<file path="src/rtl/jtdsp16_sio_pkg.sv">
// Shared FSM encodings and the serial bit-select helper for the DSP16 SIO output unit.
// Pure definitions, no state.
package jtdsp16_sio_pkg;

    localparam logic [1:0] ST_IDLE  = 2'd0;
    localparam logic [1:0] ST_LOAD  = 2'd1;
    localparam logic [1:0] ST_SHIFT = 2'd2;

    localparam int SIO_MAXW = 32;

    // idx counts transmitted bits from 0; dw is the full-mode word length
    function automatic logic bitsel(
        input logic [SIO_MAXW-1:0] word,
        input logic [5:0]          idx,
        input logic                msb_first,
        input logic                mode8,
        input logic [5:0]          dw = 6'd32
    );
        logic [5:0] len;
        logic [5:0] pos;
        len = mode8 ? 6'd8 : dw;
        pos = msb_first ? (len - 6'd1 - idx) : idx;
        return word[pos[4:0]];
    endfunction

endpackage

</file>
<file path="src/rtl/jtdsp16_sio_wfifo.sv">
// Write FIFO for the SIO output unit, head word visible combinationally.
// Latency: a push is visible at head/count after one clk; pop takes effect the same edge.
// Backpressure: push ignored when full unless a pop happens in the same cycle.
module jtdsp16_sio_wfifo #(
    parameter int DW = 16,
    parameter int AW = 2
) (
    input  logic          clk,
    input  logic          rst_n,
    input  logic          push,
    input  logic          pop,
    input  logic [DW-1:0] din,
    output logic [DW-1:0] head,
    output logic          full,
    output logic          empty,
    output logic [AW:0]   count
);
    localparam int DEPTH = 1 << AW;
    localparam int CNTW  = AW + 1;

    logic [DW-1:0] mem [DEPTH];
    logic [AW-1:0] wptr;
    logic [AW-1:0] rptr;
    logic          do_push;
    logic          do_pop;

    assign empty   = (count == '0);
    assign full    = (count == CNTW'(DEPTH));
    assign do_pop  = pop & ~empty;
    assign do_push = push & (~full | do_pop);
    assign head    = mem[rptr];

    always_ff @(posedge clk or negedge rst_n) begin
        if (!rst_n) begin
            wptr  <= '0;
            rptr  <= '0;
            count <= '0;
        end else begin
            if (do_push) wptr <= wptr + AW'(1);
            if (do_pop)  rptr <= rptr + AW'(1);
            if (do_push && !do_pop)
                count <= count + CNTW'(1);
            else if (do_pop && !do_push)
                count <= count - CNTW'(1);
        end
    end

    always_ff @(posedge clk) begin
        if (do_push) mem[wptr] <= din;
    end

endmodule

</file>
<file path="src/rtl/jtdsp16_sio_fifo.sv">
// DSP16 serial output unit: write FIFO, 8/16-bit words, OCK = cen/(2*CKDIV); JTDSP16_SIO_RX_EN adds the rx path.
// Latency: a write into an idle, empty unit drives old and the first bit on the next cen edge.
// Backpressure: full flags the FIFO; writes while full without a pop are dropped and set ovf.
module jtdsp16_sio_fifo
    import jtdsp16_sio_pkg::*;
#(
    parameter int DW    = 16,
    parameter int AW    = 2,
    parameter int CKDIV = 4
) (
    input  logic          clk,
    input  logic          rst_n,
    input  logic          cen,
    input  logic          wr,
    input  logic [DW-1:0] din,
    input  logic          mode8,
    input  logic          msb_first,
    input  logic          ovf_clr,
    input  logic          doen,
`ifdef JTDSP16_SIO_RX_EN
    input  logic          ick,
    input  logic          di,
    input  logic          ild,
    input  logic          rd,
    output logic [DW-1:0] rx_dout,
    output logic          ibf,
    output logic          rx_ovr,
`endif
    output logic          full,
    output logic          obe,
    output logic          ovf,
    output logic          ock,
    output logic          sdo,
    output logic          sdo_oe,
    output logic          old,
    output logic          ose
);
    localparam int CW  = $clog2(DW + 1);
    localparam int DVW = (CKDIV > 1) ? $clog2(CKDIV) : 1;

    logic [1:0]          st;
    logic [DVW-1:0]      div;
    logic [DW-1:0]       word_r;
    logic [DW-1:0]       head;
    logic [CW-1:0]       bitcnt;
    logic [CW-1:0]       len_r;
    logic [CW-1:0]       load_len;
    logic [CW-1:0]       nxt_idx;
    logic                m8_r;
    logic                msb_r;
    logic                empty;
    logic [AW:0]         count;
    logic                wrap;
    logic                fall;
    logic                last;
    logic                pop;
    logic                push;
    logic [SIO_MAXW-1:0] head_ext;
    logic [SIO_MAXW-1:0] word_ext;

    jtdsp16_sio_wfifo #(.DW(DW), .AW(AW)) u_wfifo (
        .clk   (clk),
        .rst_n (rst_n),
        .push  (push),
        .pop   (pop),
        .din   (din),
        .head  (head),
        .full  (full),
        .empty (empty),
        .count (count)
    );

    assign wrap     = cen && (st != ST_IDLE) && (div == DVW'(CKDIV - 1));
    assign fall     = wrap & ock;
    assign last     = fall & (bitcnt == CW'(1));
    // a finishing word pops its successor in the same tick, so frames abut
    assign pop      = cen & ~empty & ((st == ST_IDLE) | last);
    assign push     = wr & cen;
    assign load_len = mode8 ? CW'(8) : CW'(DW);
    assign nxt_idx  = len_r - bitcnt + CW'(1);

    always_comb begin
        head_ext           = '0;
        head_ext[DW-1:0]   = head;
        word_ext           = '0;
        word_ext[DW-1:0]   = word_r;
    end

    always_ff @(posedge clk or negedge rst_n) begin
        if (!rst_n) begin
            st     <= ST_IDLE;
            div    <= '0;
            ock    <= 1'b0;
            sdo    <= 1'b0;
            word_r <= '0;
            bitcnt <= '0;
            len_r  <= '0;
            m8_r   <= 1'b0;
            msb_r  <= 1'b0;
            ovf    <= 1'b0;
        end else if (cen) begin
            if (wr && full && !pop)
                ovf <= 1'b1;
            else if (ovf_clr)
                ovf <= 1'b0;

            if (st == ST_IDLE) begin
                div <= '0;
                ock <= 1'b0;
            end else begin
                div <= wrap ? '0 : div + DVW'(1);
                if (wrap) ock <= ~ock;
            end

            if (pop) begin
                st     <= ST_LOAD;
                word_r <= head;
                m8_r   <= mode8;
                msb_r  <= msb_first;
                bitcnt <= load_len;
                len_r  <= load_len;
                sdo    <= bitsel(head_ext, 6'd0, msb_first, mode8, 6'(DW));
            end else if (last) begin
                st  <= ST_IDLE;
                sdo <= 1'b0;
            end else if (fall) begin
                st     <= ST_SHIFT;
                bitcnt <= bitcnt - CW'(1);
                sdo    <= bitsel(word_ext, 6'(nxt_idx), msb_r, m8_r, 6'(DW));
            end
        end
    end

    assign ose    = (st == ST_IDLE);
    assign old    = (st == ST_LOAD);
    assign sdo_oe = doen & ~ose;
    assign obe    = (count == '0);

`ifdef JTDSP16_SIO_RX_EN
    logic [2:0]    ick_s;
    logic [2:0]    ild_s;
    logic [1:0]    di_s;
    logic [DW-1:0] rx_sh;

    // di travels the same two flops as ick so the sample lines up with the edge
    always_ff @(posedge clk or negedge rst_n) begin
        if (!rst_n) begin
            ick_s   <= '0;
            ild_s   <= '0;
            di_s    <= '0;
            rx_sh   <= '0;
            rx_dout <= '0;
            ibf     <= 1'b0;
            rx_ovr  <= 1'b0;
        end else begin
            ick_s <= {ick_s[1:0], ick};
            ild_s <= {ild_s[1:0], ild};
            di_s  <= {di_s[0], di};
            if (ick_s[1] && !ick_s[2])
                rx_sh <= {rx_sh[DW-2:0], di_s[1]};
            if (ild_s[1] && !ild_s[2]) begin
                rx_dout <= rx_sh;
                ibf     <= 1'b1;
                if (ibf) rx_ovr <= 1'b1;
            end else if (rd && cen) begin
                ibf    <= 1'b0;
                rx_ovr <= 1'b0;
            end
        end
    end
`endif

endmodule
</file>
<file path="config.mk">
export PLATFORM = sky130hd
export DESIGN_NAME = jtdsp16_sio_fifo
export DESIGN_NICKNAME = d
export VERILOG_FILES = /design/src/rtl/jtdsp16_sio_pkg.sv /design/src/rtl/jtdsp16_sio_wfifo.sv /design/src/rtl/jtdsp16_sio_fifo.sv
export SDC_FILE = /design/constraint.sdc
export NUM_CORES = 1
export LEC_CHECK = 0
export CORE_MARGIN = 2
export CORE_UTILIZATION = 45
export CTS_BUF_LIST = sky130_fd_sc_hd__clkbuf_4
export CTS_CLUSTER_DIAMETER = 60
export CTS_CLUSTER_SIZE = 25
export DETAILED_ROUTE_END_ITERATION = 10
export PLACE_DENSITY_LB_ADDON = 0.15
export SYNTH_ARGS = -nofsm -noshare
export SYNTH_HDL_FRONTEND = slang
export SYNTH_SLANG_ARGS = --single-unit
export TNS_END_PERCENT = 100
</file>
<file path="constraint.sdc">
create_clock -name clk -period 2.5 [get_ports clk]
set_input_delay 0.25 -clock clk [delete_from_list [all_inputs] [get_ports clk]]
set_output_delay 0.25 -clock clk [all_outputs]
set_load 0.01 [all_outputs]
</file>
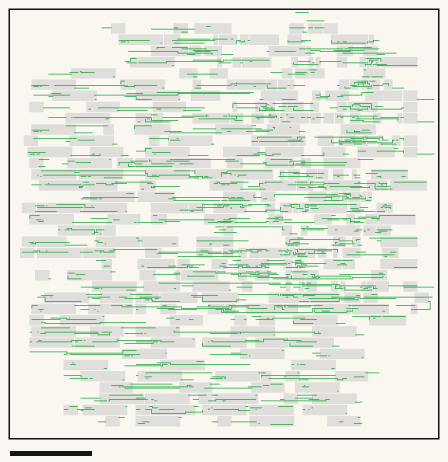
**Above:** met1 routing.
Bar = 20 um. Cells faint in the background.
The longest straight run is 34.0 um. 329 nets have wire on it.

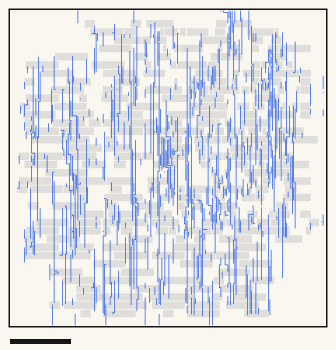
**Above:** M2 wires.
Bar = 20 um. Cells faint in the background.
299 nets have wire on it. The wires run mostly vertical. The layer holds 51% of the routed length. The layer carries 3930 um of wire.

==> impl_metrics.ini <==
; generated from flow reports
[worst_hold_path]
holdPathStages = 4
worst_min_delay_path_class = input port to flip-flop
startpoint_of_the_tightest_hold_check_path = ovf_clr

[job]
warnings = 32
timing.max_cap.violations = 0

[placement]
postPlaceCellArea_um2 = 5120
detailedPlacementHpwl_mm = 5.14
place.detailed.instances = 439

[clock_tree]
cts_num_sinks = 102
tritoncts_buffer_count = 9
clk_transition_reported_paths_ns = 0.16
ctsHoldBuffers = 1
cts_max_path_buffers = 2
post-cts-setup-buffers = 0
htreeDepth = 3

[finish]
fill_cells = 833
combGateArea_um2 = 1540
final.signal_buffer_count = 53
most_instantiated_logic_cells_after_routing = sky130_fd_sc_hd__edfxtp_1 (64), sky130_fd_sc_hd__dfrtp_1 (37), sky130_fd_sc_hd__clkdlybuf4s50_1 (30)
flop-count = 102
seq_area_share_pct = 54.3
comb_area_share_pct = 29.1
design.final.nets = 356
layout.area.top_class = sequential cells
synth_to_final_area_change_pct = 18.2
n_all_inverters = 11
biggestRegsByFlops = u_wfifo.mem (64), word_r (16), bitcnt (5)
post-route-cell-area_um2 = 5290

[critical_path]
reg2reg_depth = 13
critical_path.startpoint = bitcnt[1]
timing.critical_path.to_type = flip-flop
critical_path.n_buffers_inverters = 3
timing_worst_setup_path_type = flip-flop to flip-flop
startpoint_type = flip-flop
critical_path.reg2reg.endpoint = u_wfifo.count[2]
crit_path_drt_ns = 2.88
crit_path_cell_trace = clkinv_8 -> ha_4 -> nor4b_4 -> nand2_2 -> a21oi_4 -> inv_4 -> a21oi_4 -> ha_4 -> inv_2 -> fa_2 -> xor2_1 -> nor2_1 -> xor2_1
highest_delay_cell_along_the_critical_path = sky130_fd_sc_hd__dfrtp_2

[synthesis]
ys.flop_type = sky130_fd_sc_hd__edfxtp_1
synth.yosys.chip_area_um2 = 4480
post_synth_instance_area_um2 = 4480
synth_area_leader_cell = sky130_fd_sc_hd__edfxtp_1
syn-instance-count = 267
synth.yosys.num_cells = 267
postSynthRegisterBits = 102
synth_adder_area_share_pct = 3.52
synth_seq_share_pct = 64.1

[floorplanning]
floorplan.initialDensity_pct = 46.0
floorplan.core_area_um2 = 9730
die_area_um2 = 10800
dieHeight_um = 104

[timing]
final_hold_slack_ns = 0.405
slew_viol_final = 0
shortest_period_the_worst_path_allows_ns = 2.35
final_critical_path_setup_slack_ns = 0.149
timing.final.hold_violations = 0
final-setup-viol-count = 0
post-route-period-util_pct = 94.0
clock-skew-final_ns = 0.0229

[global_routing]
first_global_vias = 2406
antenna_found_initial = 0
global_route.overflow_total = 0

[run_status]
run_status = completed

[detailed_routing]
detail_route.wl_per_cell_um = 16.8
drc = 0
tally_of_nets_with_antenna_violations_remaining_after_routing = 0
routed_via_density = 5.11
detailed_router_iteration_count_before_antenna_repair = 4

[power_and_ir_drop]
power.total_mw = 5.65
power_leakage_nw = 1.94
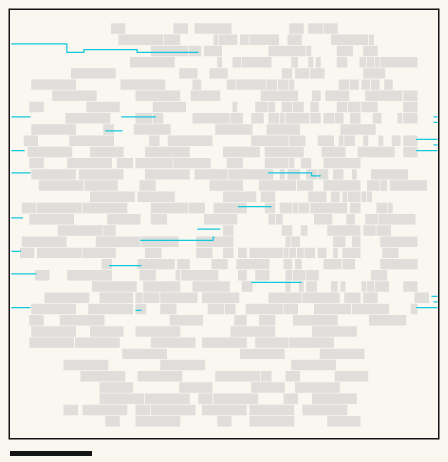
**Above:** the metal 3 layer.
Bar = 20 um. Cells faint in the background.
The longest straight run is 17.5 um. The layer carries 171 um of wire. 17 nets have wire on it. The layer holds 2.2% of the routed length.
Post-Route WL: 7.70 mm
vias post-DR: 2341

[where the power goes]
part,internal [mW],total [mW],switching [mW]
Combinational,1.32,2.25,0.934
Clock,0.227,0.805,0.578
Sequential,2.22,2.59,0.374
[metal layers]
metal,global-route usage (%),wire length [um],part of all wire (%),vias up
met5,0,0,0,-
li1,-,-,-,1125
met1,19.9,3510,46,1181
met4,4.92,95,1.2,0
met2,26.1,3930,51,27
met3,3.59,170,2.2,8
[synthesized netlist by cell type, drive strengths merged, types with 2 or more instances]
cell type,n
ha,11
mux4,23
nand4,2
a21o,2
mux2i,5
clkbuf,2
edfxtp,64
buf,9
a21oi,6
xnor2,9
nor2,10
o21ai,5
nand3,4
xor2,4
nand2,12
a31oi,4
mux2,21
and2,5
inv,10
nand2b,4
nor2b,2
dfrtp,38
Power is estimated from default activity; no workload was simulated.
